--- src/rtl/reg_scoreboard.sv ---
// Register scoreboard: per-register pending-write counters with
// issue hazard detection, writeback retire and flush/underflow tracking.
module reg_scoreboard #(
  parameter int ADDR  = 5,
  parameter int NREGS = 32,
  parameter int CNTW  = 2
) (
  input  logic             clk,
  input  logic             rst_n,
  input  logic             issue_valid,
  output logic             issue_ready,
  input  logic [ADDR-1:0]  issue_rs1_addr,
  input  logic [ADDR-1:0]  issue_rs2_addr,
  input  logic             issue_rs1_used,
  input  logic             issue_rs2_used,
  input  logic [ADDR-1:0]  issue_rd_addr,
  input  logic             issue_rd_wr,
  input  logic             wb_write_en,
  input  logic [ADDR-1:0]  wb_rd_addr,
  input  logic             flush,
  output logic [NREGS-1:0] busy_vec,
  output logic [6:0]       pend_total,
  output logic             err_underflow
);

  localparam logic [CNTW-1:0] PMAX = '1;

  logic [CNTW-1:0]  pend [NREGS];
  logic             hz_rs1;
  logic             hz_rs2;
  logic             hz_rd;
  logic             accept;
  logic             inc_ev;
  logic             dec_ev;
  logic             und_ev;
  logic [NREGS-1:0] inc_vec;
  logic [NREGS-1:0] dec_vec;

  always_comb begin
    hz_rs1 = issue_rs1_used
          && (issue_rs1_addr != '0)
          && (pend[issue_rs1_addr] != '0);
    hz_rs2 = issue_rs2_used
          && (issue_rs2_addr != '0)
          && (pend[issue_rs2_addr] != '0);
    hz_rd  = issue_rd_wr
          && (issue_rd_addr != '0)
          && (pend[issue_rd_addr] == PMAX);
  end

  assign issue_ready = !flush && !(hz_rs1 || hz_rs2 || hz_rd);
  assign accept      = issue_valid && issue_ready;

  // Writebacks only count against a register that really has a pending write.
  always_comb begin
    inc_ev  = accept && issue_rd_wr && (issue_rd_addr != '0);
    dec_ev  = wb_write_en && (wb_rd_addr != '0)
           && (pend[wb_rd_addr] != '0);
    und_ev  = wb_write_en && (wb_rd_addr != '0)
           && (pend[wb_rd_addr] == '0) && !flush;
    inc_vec = '0;
    dec_vec = '0;
    if (inc_ev) inc_vec[issue_rd_addr] = 1'b1;
    if (dec_ev) dec_vec[wb_rd_addr]    = 1'b1;
  end

  always_ff @(posedge clk or negedge rst_n) begin
    if (!rst_n) begin
      for (int i = 0; i < NREGS; i++) pend[i] <= '0;
    end else if (flush) begin
      for (int i = 0; i < NREGS; i++) pend[i] <= '0;
    end else begin
      for (int i = 1; i < NREGS; i++) begin
        if (inc_vec[i] && !dec_vec[i])
          pend[i] <= pend[i] + CNTW'(1);
        else if (dec_vec[i] && !inc_vec[i])
          pend[i] <= pend[i] - CNTW'(1);
      end
    end
  end

  always_ff @(posedge clk or negedge rst_n) begin
    if (!rst_n) begin
      pend_total <= '0;
    end else if (flush) begin
      pend_total <= '0;
    end else if (inc_ev && !dec_ev) begin
      pend_total <= pend_total + 7'd1;
    end else if (dec_ev && !inc_ev) begin
      pend_total <= pend_total - 7'd1;
    end
  end

  always_ff @(posedge clk or negedge rst_n) begin
    if (!rst_n) err_underflow <= 1'b0;
    else if (und_ev) err_underflow <= 1'b1;
  end

  always_comb begin
    busy_vec = '0;
    for (int i = 1; i < NREGS; i++)
      busy_vec[i] = (pend[i] != '0);
  end

endmodule

--- config.mk ---
export PLATFORM = sky130hd
export DESIGN_NAME = reg_scoreboard
export DESIGN_NICKNAME = d
export VERILOG_FILES = /design/src/rtl/reg_scoreboard.sv
export SDC_FILE = /design/constraint.sdc
export NUM_CORES = 1
export LEC_CHECK = 0
export CAP_MARGIN = 20
export CORE_MARGIN = 3
export CORE_UTILIZATION = 44
export CTS_CLUSTER_DIAMETER = 30
export DETAILED_ROUTE_END_ITERATION = 12
export PLACE_DENSITY = 0.72
export SYNTH_ARGS = -nofsm -noshare
export SYNTH_HDL_FRONTEND = slang
export SYNTH_SLANG_ARGS = --single-unit
--- constraint.sdc ---
create_clock -name clk -period 10.95 [get_ports clk]
set_input_delay 2.19 -clock clk [delete_from_list [all_inputs] [get_ports clk]]
set_output_delay 2.19 -clock clk [all_outputs]
set_load 0.005 [all_outputs]
Fig. 1: run 1, placement by cell class
Scale: 4 px per µm.
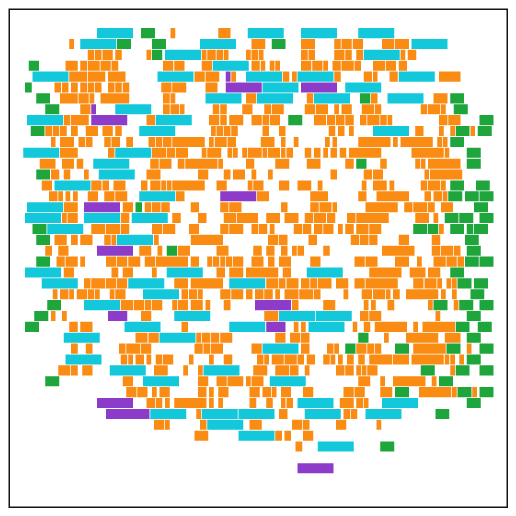
- purple: clock drivers and dummy loads (cells 14)
- orange: remaining logic cells (cells 585)
- green: remaining buffers and delay cells (cells 76)
- cyan: registers (cells 70)
flop share of the area: 24.57%
Final Cell Area: 0.007129 mm²
Layout Utilization: 52.99%

Fig. 2: run 1, the clock network
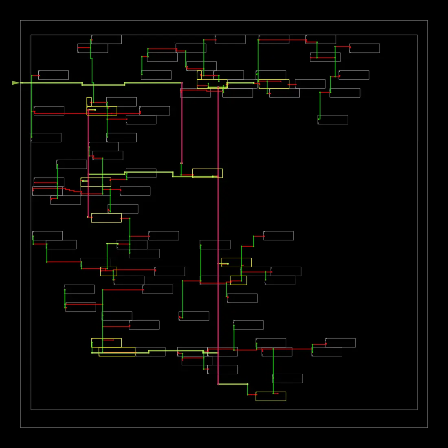
number of buffers created by CTS: 9
seq_cells: 70

==> flow_metrics.tcl, run 1 <==
# implementation run metrics
set metrics [dict create \
    status "finished clean" \
    fin_crit_ns 8.433 \
    critPathMaxStageDelay_ns 0.96 \
    clock_latency_ns 0.34 \
    routed_wl_um 21620 \
    endpoint_kind "output pin" \
    synthTopLogicFamily "AND-OR/OR-AND gates" \
    drv_cap 0 \
    worst_pin_slew_ns 1.010 \
    internal-power_uw 491.6 \
    synth-main-ff-cell "dfrtp_1" \
    drt_iter0_drc 728 \
    hpwl_um 15670 \
    common_cells "70 x dfrtp_1, 50 x nor2_1, 49 x inv_1, 38 x clkbuf_1, 37 x nand2_1" \
    grt_util_met1_pct 37.68 \
    placed_cells 906 \
    max-slew-margin-rel_pct 32.44 \
    top_cell "dfrtp_1" \
    top_area_cell "dfrtp_1" \
    grt_max_degree 71 \
    power_uw 672.2 \
    cp.arrival_ns 6.24 \
    yosys_area_mm2 0.006137 \
    cts_setup_buffers 0 \
    netlist_area_mm2 0.006137 \
    holdBufCountCts 0 \
    viasPerCell 6.877 \
    cts.sinks 70 \
    post-route-period-util_pct 77.01 \
    mux_share_pct 13.48 \
    wl_per_cell_um 23.48 \
    synth_flop_count 70 \
    path_delay_family "buffers and inverters" \
    static-leakage-power_uw 0.002871 \
    hold_viol_final 0 \
]
Fig. 3: run 1, M3 wires
Scale: 3 px per µm.
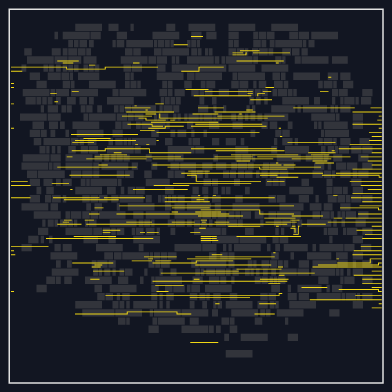
- nets with wire on the layer: 177
- wire length on this layer: 2,640 µm
- longest straight run: 66.7 µm
- share of all routed wire: 12%
- main direction: horizontal

run 1: tightest hold or removal path, stage by stage (launching register included):
cell and delay (ns):
dfrtp_1 0.35, inv_1 0.05, o41ai_1 0.05
run 1: cell type report:
| cell class | instances | area [µm²] |
|---|---|---|
| Clock buffer | 13 | 260.3 |
| Clock inverter | 1 | 30.03 |
| Fill cell | 1249 | 6324 |
| Inverter | 51 | 191.4 |
| Multi-Input combinational cell | 534 | 3950 |
| Sequential cell | 70 | 1752 |
| Tap cell | 176 | 220.2 |
| Timing Repair Buffer | 76 | 725.7 |
run 1: metal layers:
layer / share of wire (%) / up-vias
li1: - / 2777
met1: 40 / 3090
met2: 45 / 416
met3: 12 / 51
met4: 3.4 / 0
met5: 0 / -
run 1: state kept, by name, indices dropped and copies added, names as in the netlist:
signal and cells:
pend 62, err_underflow 1, pend_total 7
run 1: final timing paths:
path                                                 from  cells past startpoint  slack, ns                        end
min in group asynchronous                           rst_n                      2       2.07  pend_total[3]$_DFFE_PN0P_
max in group asynchronous                           rst_n                      2       8.26       pend[25]$_DFFE_PN0P_
worst max-delay path                     issue_rd_addr[0]                      9       2.52                issue_ready
worst max register to register       pend[10]$_DFFE_PN0P_                     14       5.96  pend_total[6]$_DFFE_PN0P_
worst min register to register  err_underflow$_DFFE_PN0P_                      2       0.48  err_underflow$_DFFE_PN0P_
worst min-delay path            err_underflow$_DFFE_PN0P_                      2       0.48  err_underflow$_DFFE_PN0P_
run 1: through the flow:
stage / instance area [µm²] / worst slack, ns / hold slack [ns] / utilization, %
floorplan: 6137 / 4.461 / 0.4543 / -
global placement: 6834 / 2.553 / 0.4710 / 50.80
detailed placement: 6834 / 2.577 / 0.4718 / 50.80
CTS: 7124 / 2.574 / 0.4899 / 52.96
global route: 7129 / 2.252 / 0.5145 / 52.99
finish: 7129 / 2.517 / 0.4784 / 52.99
run 1: layout by cell type (no fill, tap or decap), types with 19 or more instances in the layout:
| cell type | count |
|---|---|
| mux4_2 | 28 |
| dfrtp_1 | 70 |
| clkdlybuf4s50_1 | 65 |
| a21oi_1 | 35 |
| inv_1 | 49 |
| nand3_1 | 22 |
| o21ai_0 | 33 |
| xnor2_1 | 19 |
| nand2_1 | 37 |
| nor2_1 | 49 |
| nor3_1 | 34 |
run 1: power by group through the flow:
stage	clock network, µW	registers, µW	logic, µW
after floorplan	0	269	69.5
after global placement	0	269	107
after detailed placement	0	270	111
after CTS	297	265	111
after global routing	309	266	122
final	294	265	114
run 1: cell families after synthesis:
kind of cell / Yosys count
flops: 70
other cells: 1
mux: 47
fa+ha+maj: 7
simple gates: 243
compound gates: 215
buf+inv: 108
xor+xnor: 21
==> inputs of run 2 (changes only) <==
- PLACE_DENSITY: 0.72 -> 0.74
- clock period: 10.95 -> 7.6 ns (I/O delays scaled with it)
Fig. 4: run 2, placement by cell class
Scale: 4 px per µm.
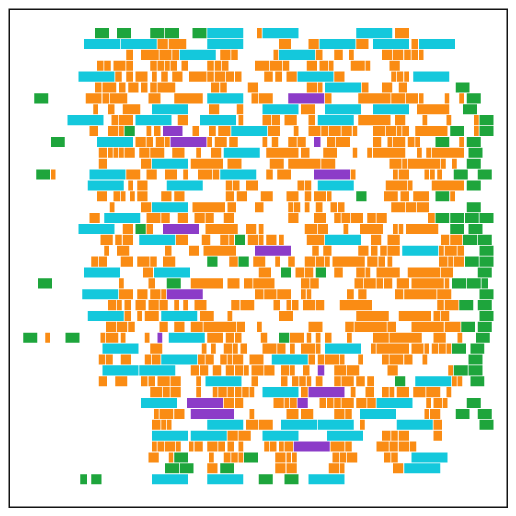
- cyan: registers (cells 70)
- green: remaining buffers and delay cells (cells 78)
- orange: remaining logic cells (cells 585)
- purple: clock drivers and dummy loads (cells 15)
flop share of the area: 24.48%
Std-Cell Rows: 42
Layout Utilization: 53.18%
core area: 0.01345 mm²
Final Cell Area: 0.007154 mm²

Fig. 5: run 2, signal metal coverage by tile
Scale: 3 px per µm. The die is cut into 25 by 25 equal tiles; dark purple is low, yellow is high, scaled to the fullest tile. Values are wire area over tile area, all layers added.
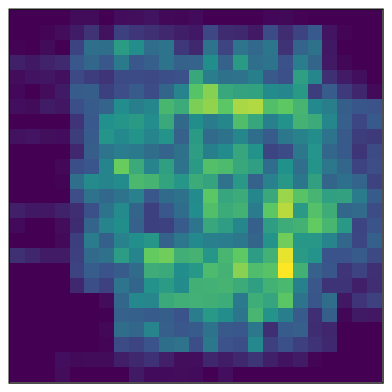
- nearly empty tiles: 20%
- tiles over half the peak: 21%
- mean over tiles: 0.25
- fullest tile: 0.87
- densest ninth of the die: centre
- emptiest ninth of the die: lower left
final wirelength: 22,170 µm
total track usage: 29.38%
post-DR wirelength/cell: 23.99 µm
DR vias: 6,412

==> flow_metrics.tcl, run 2 <==
# implementation run metrics
set metrics [dict create \
    yosys_warnings 0 \
    synth-main-ff-cell "dfrtp_1" \
    die_area_mm2 0.01540 \
    area_leaders "dfrtp_1 29%, mux4_2 10%, nor2_1 3.1%, inv_1 3.0%, a21oi_1 2.9%" \
    drt_iter0_drc 837 \
    cp.arrival_ns 5.19 \
    mi_logic_area_mm2 0.003958 \
    status "finished clean" \
    dpl_cell_area_mm2 0.006864 \
    grt_max_degree 71 \
    synth_flop_count 70 \
    layout_top_cells "70 x dfrtp_1, 65 x clkdlybuf4s50_1, 49 x inv_1, 49 x nor2_1, 37 x nand2_1" \
    antenna_cells 0 \
    hold_viol_final 0 \
    lay_top_count "dfrtp_1" \
    fin_crit_ns 6.713 \
    gp_congestion 1.034 \
    n_fill_cell 1265 \
    drt_pre_antenna_iters 7 \
    cp_data_required_time_ns 6.08 \
    hpwl_um 15910 \
    post-route-period-util_pct 88.33 \
    max-slew-margin-rel_pct 30.98 \
    grt-ovfl-total 0 \
    htree_levels 3 \
    worstPathCellList "clkdlybuf4s50_1, mux4_2, a22o_1, a2111oi_2, nand4_1, a32o_1, a311oi_1, clkdlybuf4s50_1" \
    ys_cells 712 \
    cts_buffers 9 \
    static-leakage-power_uw 0.002880 \
    internal-power_uw 701.0 \
    power_frac_comb_pct 16.9 \
    critPathMaxStageDelay_ns 0.95 \
    power_density_mw_per_mm2 136.1 \
    largestRegisters "pend (62), pend_total (7), err_underflow (1)" \
    regMostFlops "pend" \
    crit_slowest_cell "clkdlybuf4s50_1" \
    edf_count 0 \
    start_kind "input pin" \
    path_clk_slew_ns 0.06 \
    fmax_mhz 149.0 \
    antenna_found_initial 0 \
    path_delay_family "buffers and inverters" \
    common_cells "70 x dfrtp_1, 50 x nor2_1, 49 x inv_1, 38 x clkbuf_1, 37 x nand2_1" \
    worst-path-buf-inv 2 \
    yosysUniqueCellTypes 79 \
    p_switching_uw 272.9 \
    power_frac_seq_pct 39.2 \
    async_flop_share_pct 100.0 \
    pwr-share-clk_pct 43.9 \
    cts_tree "yes" \
    vdd_drop_max_mv 0.09965 \
    drv_cap 0 \
    cts_setup_buffers 0 \
    netlist_area_mm2 0.006137 \
    clockBufferDepth 2 \
    final_nets 779 \
    grt_setup_unrepaired "false" \
    largest_reg_flops 62 \
    power_uw 973.9 \
    yosys_area_mm2 0.006137 \
    endpoint_kind "output pin" \
    syn_avg_cell_area_um2 8.620 \
    die_y_um 124.1 \
    worst_pin_slew_ns 1.031 \
    criticalPathCategory "in2out" \
    die_w_um 124.1 \
    top_cell "dfrtp_1" \
    regArea_mm2 0.001752 \
    skew_ns 0.009091 \
    clock_latency_ns 0.34 \
    synthToLayoutAreaGrowth_pct 16.57 \
    ys_seq_share_pct 28.54 \
    ctsResizeCount 0 \
    initial_core_util_pct 45.62 \
    top_area_cell "dfrtp_1" \
    holdBufCountCts 0 \
    synthCells 712 \
    cts.sinks 70 \
    post-route-drc-count 0 \
    grt_pass1_wl_um 34440 \
    drive_gt1_share_pct 10.96 \
    setup_violations 0 \
    switching_share_pct 28.02 \
    synth.top_cell.area_share_pct 28.54 \
    final_max_slew_viol_count 0 \
    drtAntennaViolNets 0 \
    viasPerCell 6.939 \
]
run 2: cell counts after synthesis:
Identical to the previous run, type by type.
run 2: metrics by stage:
step | util, % | std cells | setup WS, ns | hold slack [ns]
after CTS | 53.18 | 924 | 0.8709 | 0.4937
after floorplan | - | 712 | 2.388 | 0.4543
after global routing | 53.18 | 924 | 0.6043 | 0.5151
final | 53.18 | 924 | 0.8868 | 0.5021
after global placement | 51.02 | 909 | 0.8865 | 0.4789
after detailed placement | 51.02 | 909 | 0.8697 | 0.4745
run 2: logic make-up (layout without fill, tap and decap cells):
group                      Yosys count  in the layout  synth area share (%)
AOI/OAI and AO/OA                  215            215                 25.20
xor gates and xnor gates            21             21                 2.997
buffers and inverters              108            144                 7.136
and+or+nand+nor                    243            243                 21.04
DFF                                 70             70                 28.54
adders and majority gates            7              7                 1.549
other                                1              1               0.06110
muxes                               47             47                 13.48
run 2: worst paths after layout:
check / slack [ns] / from / end / cells past startpoint
max: 0.89 / issue_rd_addr[0] / issue_ready / 8
min: 0.50 / err_underflow$_DFFE_PN0P_ / err_underflow$_DFFE_PN0P_ / 2
max reg2reg: 2.74 / pend[1]$_DFFE_PN0P_ / pend_total[6]$_DFFE_PN0P_ / 14
min reg2reg: 0.50 / err_underflow$_DFFE_PN0P_ / err_underflow$_DFFE_PN0P_ / 2
max in group asynchronous: 5.56 / rst_n / pend[28]$_DFFE_PN0P_ / 2
min in group asynchronous: 1.42 / rst_n / pend[1]$_DFFE_PN0P_ / 2
run 2: layout make-up:
cell class | count | area share (%)
multi-input combinational | 534 | 55.32
clock buffer | 11 | 3.393
sequential | 70 | 24.48
tap | 176 | 3.078
timing repair buffer | 78 | 10.39
clock inverter | 4 | 0.6646
inverter | 51 | 2.676
run 2: tightest hold or removal path: stages (launching register included):
cell and delay (ns):
dfrtp_1 0.36, inv_1 0.06, o41ai_1 0.05
run 2: per-layer routing:
metal  vias up  routed length, µm  GRT usage, %
met1      3152               8771         38.63
met4         0                833         12.25
met2       427              10160         46.89
met3        63               2406         6.540
li1       2770                  -             -
met5         -                  0             0
run 2: power groups by stage:
stage          logic, µW  clock network, µW  registers, µW
5_1_grt              177                442            383
2_1_floorplan        100                  0            388
3_3_place_gp         157                  0            389
3_5_place_dp         161                  0            389
4_1_cts              161                430            382
6_report             164                427            382
==> inputs of run 3 (changes only) <==
- CORE_MARGIN: 3 -> default
- CTS_CLUSTER_SIZE: default -> 16
==> flow_metrics.tcl, run 3 <==
# implementation run metrics
set metrics [dict create \
    viasPerCell 7.024 \
    cts_tree "yes" \
    hold_viol_final 0 \
    grt.busiest_layer "met2" \
    grt-ovfl-total 0 \
    cts_setup_buffers 0 \
    portBuffers 67 \
    regMostFlops "pend" \
    core_mm2 0.01340 \
    common_cells "70 x dfrtp_1, 50 x nor2_1, 49 x inv_1, 38 x clkbuf_1, 37 x nand2_1" \
    reg2reg_slack_ns 2.74 \
    final_nets 777 \
    gr-usage-met3_pct 6.369 \
    whs_endpoint "err_underflow$_DFFE_PN0P_" \
    hpwl_um 16290 \
    rr_worst_depth 14 \
    async_flop_share_pct 100.0 \
    layout_top_cells "70 x dfrtp_1, 65 x clkdlybuf4s50_1, 49 x inv_1, 49 x nor2_1, 37 x nand2_1" \
    rows 42 \
    fin_crit_ns 6.544 \
    power_density_mw_per_mm2 140.4 \
    post-route-drc-count 0 \
    yosysUniqueCellTypes 79 \
    edf_count 0 \
    die_w_um 120.1 \
    cts.sinks 70 \
    synthCells 712 \
    clockBufferDepth 2 \
    ys_cells 712 \
    htree_levels 3 \
    ctsResizeCount 0 \
    hold_depth 2 \
    final_max_slew_viol_count 0 \
    grt_setup_unrepaired "false" \
    synth-main-ff-cell "dfrtp_1" \
    start_kind "input pin" \
    max-slew-margin-rel_pct 18.96 \
    grt_util_met1_pct 41.85 \
    holdBufCountCts 0 \
    top_cell "dfrtp_1" \
    rr_startpoint "pend[50]$_DFFE_PN0P_" \
    fmax_mhz 152.8 \
    grt_pass1_wl_um 34960 \
    synthToLayoutAreaGrowth_pct 16.74 \
    drive_gt1_share_pct 10.84 \
    grt_util_met2_pct 50.43 \
    status "finished clean" \
    static-leakage-power_uw 0.002882 \
    syn_avg_cell_area_um2 8.620 \
    path_clk_slew_ns 0.06 \
    hp-start "err_underflow$_DFFE_PN0P_" \
    die_y_um 120.1 \
    drt_iter0_drc 1192 \
    hold_path.class "reg2reg" \
    post-route-period-util_pct 86.11 \
    synth_flop_count 70 \
    vdd_drop_max_mv 0.1012 \
    ys_seq_share_pct 28.54 \
    clock_latency_ns 0.34 \
    fin_util_pct 53.46 \
    cp_data_required_time_ns 6.08 \
    cp.arrival_ns 5.02 \
    skew_ns 0.006581 \
    drv_cap 0 \
    largestRegisters "pend (62), pend_total (7), err_underflow (1)" \
    largest_reg_flops 62 \
    top_area_cell "dfrtp_1" \
    die_area_mm2 0.01442 \
    cts_buffers 9 \
    netlist_area_mm2 0.006137 \
    antenna_found_initial 1 \
    gp_congestion 1.026 \
    initial_core_util_pct 45.80 \
    lay_top_count "dfrtp_1" \
    placed_cells 907 \
    area_leaders "dfrtp_1 29%, mux4_2 10%, nor2_1 3.1%, inv_1 3.0%, a21oi_1 2.9%" \
    worst_pin_slew_ns 1.216 \
    instances_no_fill 923 \
    synth.top_cell.area_share_pct 28.54 \
]
==> run 3: worst max path at each step <==
| stage | to | from | slack [ns] |
|---|---|---|---|
| after floorplan | pend_total[6]$_DFFE_PN0P_ | wb_rd_addr[2] | 2.39 |
| after global placement | issue_ready | issue_rd_addr[0] | 1.11 |
| after detailed placement | pend_total[6]$_DFFE_PN0P_ | issue_rd_addr[0] | 1.04 |
| after CTS | issue_ready | issue_rd_addr[0] | 1.07 |
| after global routing | issue_ready | issue_rd_addr[0] | 0.86 |
| final | issue_ready | issue_rd_addr[0] | 1.06 |
==> run 3: area by class of cell <==
class                      count  area (µm²)
inverter                      51       191.4
multi-input combinational    534        3958
clock buffer                  10       229.0
tap                          176       220.2
timing repair buffer          76       728.2
fill                        1237        6236
clock inverter                 6       86.33
sequential                    70        1752
==> run 3: power breakdown <==
part / internal (µW) / total [µW] / switching (µW) / leakage, µW
Clock: 287 / 460 / 173 / 0.000152
Combinational: 63.2 / 164 / 101 / 0.00176
Sequential: 377 / 382 / 4.85 / 0.000970
Total: 727 / 1010 / 278 / 0.00288
==> run 3: metrics by stage <==
| step | setup slack, ns | hold slack (ns) | total power, µW | cell area (µm²) |
|---|---|---|---|---|
| final | 1.056 | 0.4875 | 1006 | 7164 |
| after global routing | 0.8593 | 0.5116 | 1039 | 7164 |
| after CTS | 1.065 | 0.4968 | 1005 | 7164 |
| after detailed placement | 1.038 | 0.4834 | 548.8 | 6849 |
| after global placement | 1.113 | 0.4531 | 543.5 | 6849 |
| after floorplan | 2.388 | 0.4543 | 488.1 | 6137 |
==> run 3: cells by family (layout without fill, tap and decap cells) <==
group | after synthesis | in the layout | synth area share (%)
multiplexers | 47 | 47 | 13.48
AND/OR/NAND/NOR | 243 | 243 | 21.04
XOR/XNOR | 21 | 21 | 2.997
flip-flops | 70 | 70 | 28.54
other | 1 | 1 | 0.06110
adder cells (fa/ha/maj) | 7 | 7 | 1.549
AND-OR/OR-AND | 215 | 215 | 25.20
buffers and inverters | 108 | 143 | 7.136
==> run 3: critical path: stages <==
cell             delay [ns]
clkdlybuf4s50_1        0.88
mux4_2                 0.58
a22o_1                 0.25
a2111oi_2              0.20
nand4_1                0.15
a32o_1                 0.29
buf_4                  0.20
a311oi_1               0.37
clkdlybuf4s50_1        0.57
==> run 3: per-layer routing <==
| layer | vias up | part of all wire [%] |
|---|---|---|
| li1 | 2775 | - |
| met1 | 3175 | 39 |
| met4 | 0 | 4.4 |
| met3 | 72 | 11 |
| met2 | 461 | 46 |
| met5 | - | 0 |
Fig. 6: run 3, cells by drive strength
Scale: 2 px per µm.
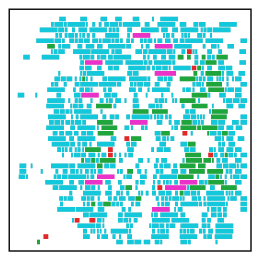
- green: x2 (cells 59; most used mux4_2)
- magenta: x6 and larger (cells 11; most used clkbuf_16)
- cyan: x1 and smaller (cells 666; most used dfrtp_1)
- red: x3 and x4 (cells 11; most used buf_4)

Fig. 7: run 3, signal metal coverage by tile
Scale: 3 px per µm. The die is cut into 24 by 24 equal tiles; dark purple is low, yellow is high, scaled to the fullest tile. Values are wire area over tile area, all layers added.
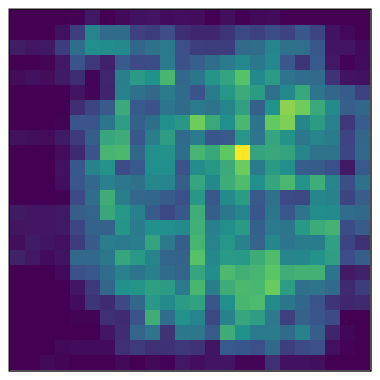
- tiles over half the peak: 18%
- nearly empty tiles: 16%
- emptiest ninth of the die: lower left
- mean over tiles: 0.27
- fullest tile: 0.94
DR vias: 6,483
post-DR wirelength/cell: 24.52 µm
final wirelength: 22,630 µm
total track usage: 32.14%

Power and IR drop assume default switching activity.
